[src/rtl/cpu_types_pkg.sv]
// Shared CPU/memory types.
//   word_t     : 32-bit machine word
//   ramstate_t : RAM handshake status (FREE, BUSY, ACCESS, ERROR)
package cpu_types_pkg;
  typedef logic [31:0] word_t;
  typedef enum logic [1:0] {FREE, BUSY, ACCESS, ERROR} ramstate_t;
endpackage

[src/rtl/mem_arbiter_if.sv]
// Cache-request / RAM bus bundle seen by mem_arbiter.
//   icache : iREN, iaddr -> iwait, iload
//   dcache : dREN, dWEN, daddr, dstore -> dwait, dload
//   RAM    : ramREN, ramWEN, ramaddr, ramstore -> ramload, ramstate
// slave  = arbiter view, master = cache/RAM environment view.
interface mem_arbiter_if;
  import cpu_types_pkg::*;
  logic      iREN, iwait;
  word_t     iaddr, iload;
  logic      dREN, dWEN, dwait;
  word_t     daddr, dstore, dload;
  logic      ramREN, ramWEN;
  word_t     ramaddr, ramstore, ramload;
  ramstate_t ramstate;

  modport slave (
    input  iREN, iaddr, dREN, dWEN, daddr, dstore, ramload, ramstate,
    output iwait, iload, dwait, dload, ramREN, ramWEN, ramaddr, ramstore
  );
  modport master (
    output iREN, iaddr, dREN, dWEN, daddr, dstore, ramload, ramstate,
    input  iwait, iload, dwait, dload, ramREN, ramWEN, ramaddr, ramstore
  );
endinterface

[src/rtl/mem_arbiter.sv]
// Memory-side arbiter between icache (read-only) and dcache (read/write)
// and a single-ported RAM. Data has priority; after STARVE_LIMIT
// consecutive completed data grants with an instruction fetch pending,
// the next grant goes to the icache.
//   CLK, nRST : clock (rising edge), async active-low reset
//   mif       : cache request and RAM bus (slave view)
// Waits and RAM controls are combinational from state and inputs, so an
// asynchronous reset drops them immediately.
module mem_arbiter
  import cpu_types_pkg::*;
#(
  parameter int STARVE_LIMIT = 4
) (
  input  logic         CLK,
  input  logic         nRST,
  mem_arbiter_if.slave mif
);
  localparam int SW = $clog2(STARVE_LIMIT + 1);

  typedef enum logic [1:0] {IDLE, DSERVE, ISERVE} state_t;

  state_t        state, nxt;
  logic [SW-1:0] starve;
  logic          dreq, starved;

  assign dreq    = mif.dREN | mif.dWEN;
  assign starved = mif.iREN && (starve == SW'(STARVE_LIMIT));

  // Read data is broadcast; only the owner's wait qualifies it.
  assign mif.iload = mif.ramload;
  assign mif.dload = mif.ramload;

  always_ff @(posedge CLK or negedge nRST) begin
    if (!nRST) state <= IDLE;
    else       state <= nxt;
  end

  always_comb begin
    nxt          = state;
    mif.iwait    = 1'b1;
    mif.dwait    = 1'b1;
    mif.ramREN   = 1'b0;
    mif.ramWEN   = 1'b0;
    mif.ramaddr  = '0;
    mif.ramstore = '0;
    case (state)
      IDLE: begin
        if (dreq && !starved) nxt = DSERVE;
        else if (mif.iREN)    nxt = ISERVE;
      end
      DSERVE: begin
        if (!dreq) begin
          // Owner withdrew: enables stay low, nothing is committed.
          nxt = IDLE;
        end else begin
          mif.ramaddr  = mif.daddr;
          mif.ramstore = mif.dstore;
          if (mif.dWEN) mif.ramWEN = 1'b1;   // write wins over read
          else          mif.ramREN = 1'b1;
          case (mif.ramstate)
            ACCESS: begin mif.dwait = 1'b0; nxt = IDLE; end
            ERROR:  nxt = IDLE;              // re-arbitrate and retry
            default: ;
          endcase
        end
      end
      ISERVE: begin
        if (!mif.iREN) begin
          nxt = IDLE;
        end else begin
          mif.ramaddr = mif.iaddr;
          mif.ramREN  = 1'b1;
          case (mif.ramstate)
            ACCESS: begin mif.iwait = 1'b0; nxt = IDLE; end
            ERROR:  nxt = IDLE;
            default: ;
          endcase
        end
      end
      default: nxt = IDLE;
    endcase
  end

  // Counts completed data grants while a fetch is waiting.
  always_ff @(posedge CLK or negedge nRST) begin
    if (!nRST)
      starve <= '0;
    else if (!mif.iREN)
      starve <= '0;
    else if (state == ISERVE && mif.ramstate == ACCESS)
      starve <= '0;
    else if (state == DSERVE && dreq && mif.ramstate == ACCESS &&
             starve != SW'(STARVE_LIMIT))
      starve <= starve + 1'b1;
  end
endmodule
[src/flat_wrapper.sv]
// flat-port wrapper written by rule: the top's interface ports become plain ports
module mem_arbiter_flat import cpu_types_pkg::*;
#(
  parameter int STARVE_LIMIT = 4
)
  (CLK, nRST, mif_iREN, mif_iaddr, mif_dREN, mif_dWEN, mif_daddr, mif_dstore, mif_ramload, mif_ramstate, mif_iwait, mif_iload, mif_dwait, mif_dload, mif_ramREN, mif_ramWEN, mif_ramaddr, mif_ramstore);
  mem_arbiter_if mif_i ();
  input  logic CLK;
  input  logic nRST;
  input wire logic [$bits(mif_i.iREN)-1:0] mif_iREN;
  input wire logic [$bits(mif_i.iaddr)-1:0] mif_iaddr;
  input wire logic [$bits(mif_i.dREN)-1:0] mif_dREN;
  input wire logic [$bits(mif_i.dWEN)-1:0] mif_dWEN;
  input wire logic [$bits(mif_i.daddr)-1:0] mif_daddr;
  input wire logic [$bits(mif_i.dstore)-1:0] mif_dstore;
  input wire logic [$bits(mif_i.ramload)-1:0] mif_ramload;
  input wire logic [$bits(mif_i.ramstate)-1:0] mif_ramstate;
  output wire logic [$bits(mif_i.iwait)-1:0] mif_iwait;
  output wire logic [$bits(mif_i.iload)-1:0] mif_iload;
  output wire logic [$bits(mif_i.dwait)-1:0] mif_dwait;
  output wire logic [$bits(mif_i.dload)-1:0] mif_dload;
  output wire logic [$bits(mif_i.ramREN)-1:0] mif_ramREN;
  output wire logic [$bits(mif_i.ramWEN)-1:0] mif_ramWEN;
  output wire logic [$bits(mif_i.ramaddr)-1:0] mif_ramaddr;
  output wire logic [$bits(mif_i.ramstore)-1:0] mif_ramstore;
  assign mif_i.iREN = mif_iREN;
  assign mif_i.iaddr = mif_iaddr;
  assign mif_i.dREN = mif_dREN;
  assign mif_i.dWEN = mif_dWEN;
  assign mif_i.daddr = mif_daddr;
  assign mif_i.dstore = mif_dstore;
  assign mif_i.ramload = mif_ramload;
  assign mif_i.ramstate = mif_ramstate;
  assign mif_iwait = mif_i.iwait;
  assign mif_iload = mif_i.iload;
  assign mif_dwait = mif_i.dwait;
  assign mif_dload = mif_i.dload;
  assign mif_ramREN = mif_i.ramREN;
  assign mif_ramWEN = mif_i.ramWEN;
  assign mif_ramaddr = mif_i.ramaddr;
  assign mif_ramstore = mif_i.ramstore;
  mem_arbiter #(.STARVE_LIMIT(STARVE_LIMIT)) u_core (.CLK(CLK), .nRST(nRST), .mif(mif_i));
endmodule
[config.mk]
export PLATFORM = sky130hd
export DESIGN_NAME = mem_arbiter_flat
export DESIGN_NICKNAME = d
export VERILOG_FILES = /design/src/rtl/cpu_types_pkg.sv /design/src/rtl/mem_arbiter_if.sv /design/src/rtl/mem_arbiter.sv /design/src/flat_wrapper.sv
export SDC_FILE = /design/constraint.sdc
export NUM_CORES = 1
export LEC_CHECK = 0
export CORE_AREA = 2 2 105 107
export DETAILED_ROUTE_END_ITERATION = 16
export DIE_AREA = 0 0 107 109
export SLEW_MARGIN = 5
export SYNTH_ARGS = -nofsm -noshare
export SYNTH_HDL_FRONTEND = slang
export SYNTH_SLANG_ARGS = --single-unit
[constraint.sdc]
create_clock -name CLK -period 1.8 [get_ports CLK]
set_input_delay 0.54 -clock CLK [delete_from_list [all_inputs] [get_ports CLK]]
set_output_delay 0.54 -clock CLK [all_outputs]
set_load 0.05 [all_outputs]
### Metal 2

Bar = 20 µm.
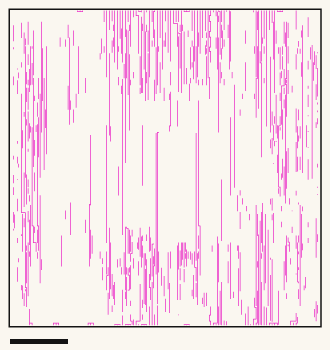
nets with wire on the layer	447
wire length on this layer	4670 µm
share of all routed wire	55%
final WL: 8490 µm
DR vias: 2052
GR Util met2: 26.7%

### Met3 routing

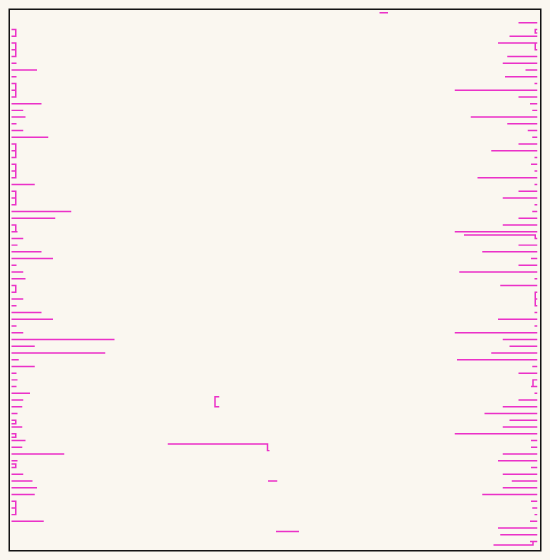
wire length on this layer	663 µm
nets with wire on the layer	119
share of all routed wire	7.8%
routing usage on met3: 2.39%

==> results.toml <==
# generated from flow reports
[critical_path]
timing.rr.end = "u_core.state[0]"
crit_type = "flop to output pin"
critical_path.endpoint_type = "output pin"
rrSetupSlack_ns = 0.04
crit_fanout = 15

[yosys]
top_cells_by_area = "buf_4 31%, a22oi_1 15%, nor2b_1 14%"
ys_area_mm2 = 0.00162
postSynthSeqShare_pct = 7.72
xor_share_pct = 0
ys_top_logic_family = "buffers and inverters"
synthCells = 224
yosys_cells = 224
edf_count = 0

[cells_and_area]
utilization_pct = 43.9
largest_cell_class = "non-clock buffers"
comb_cells = 137
clkbuf_count = 4
comb_share_pct = 32.0
n_all_inverters = 6
regArea_um2 = 125
flop-count = 5

[route]
viasPerCell = 4.13
drc = 0

[pwr]
power_density_mw_per_mm2 = 1240
ir_worst_vdd_uv = 486
power_leader = "combinational cells"
pwr-share-comb_pct = 93.8
seqPwrFrac_pct = 2.6

[final_timing]
setup_viol = 68
worst_slack_ns = -0.408
slew_violations = 0
skew_ns = 0.00232
clock.fmax_mhz = 453

[run]
maxCapViolCount = 0

[grt]
grt_pass1_vias = 2141
grt_overflow = 0

[cts]
cts.sinks = 5
cts_tree = "done"

[die]
ios = 267
core_mm2 = 0.0106

[placed_design]
pre_cts_slack_ns = -0.907
dpl.hpwl_um = 6090

[status]
violations = "setup timing"
outcome = "complete, but fails checks"
### Signal wires by layer

Bar = 20 µm. Only two layers are drawn.
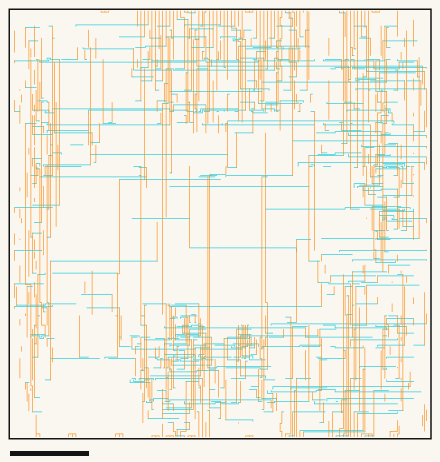
layer	color	wire length
met1	cyan	3050 µm
met2	orange	4670 µm
routed len/inst: 17.1 µm
all-layer global routing usage: 13.7%

-- state kept, by name (all words and copies together), names as in the netlist --
| signal | count |
|---|---|
| u_core.state | 2 |
| u_core.starve | 3 |
-- critical path: cells and delay by family (launching register included) --
family / cells / cell delay (ns)
AND-OR/OR-AND: 1 / 0.20
adder cells (fa/ha/maj): 1 / 0.14
buffers and inverters: 4 / 0.53
flip-flops: 1 / 0.41
AND/OR/NAND/NOR: 1 / 0.15
-- layer usage --
metal  track usage, %  part of all wire [%]
met5                0                     0
met4             2.78                   1.3
met3             2.39                   7.8
met2             26.7                    55
met1             15.6                    36
-- timing repair --
action | CTS | global route
resized | 38 | 8
setup endpoints to repair | 69 | 69
pin swaps | 16 | 9
cloned | 6 | 1
buffers inserted | 7 | 4
No activity file was given, so power comes from the tool's default toggle rates.
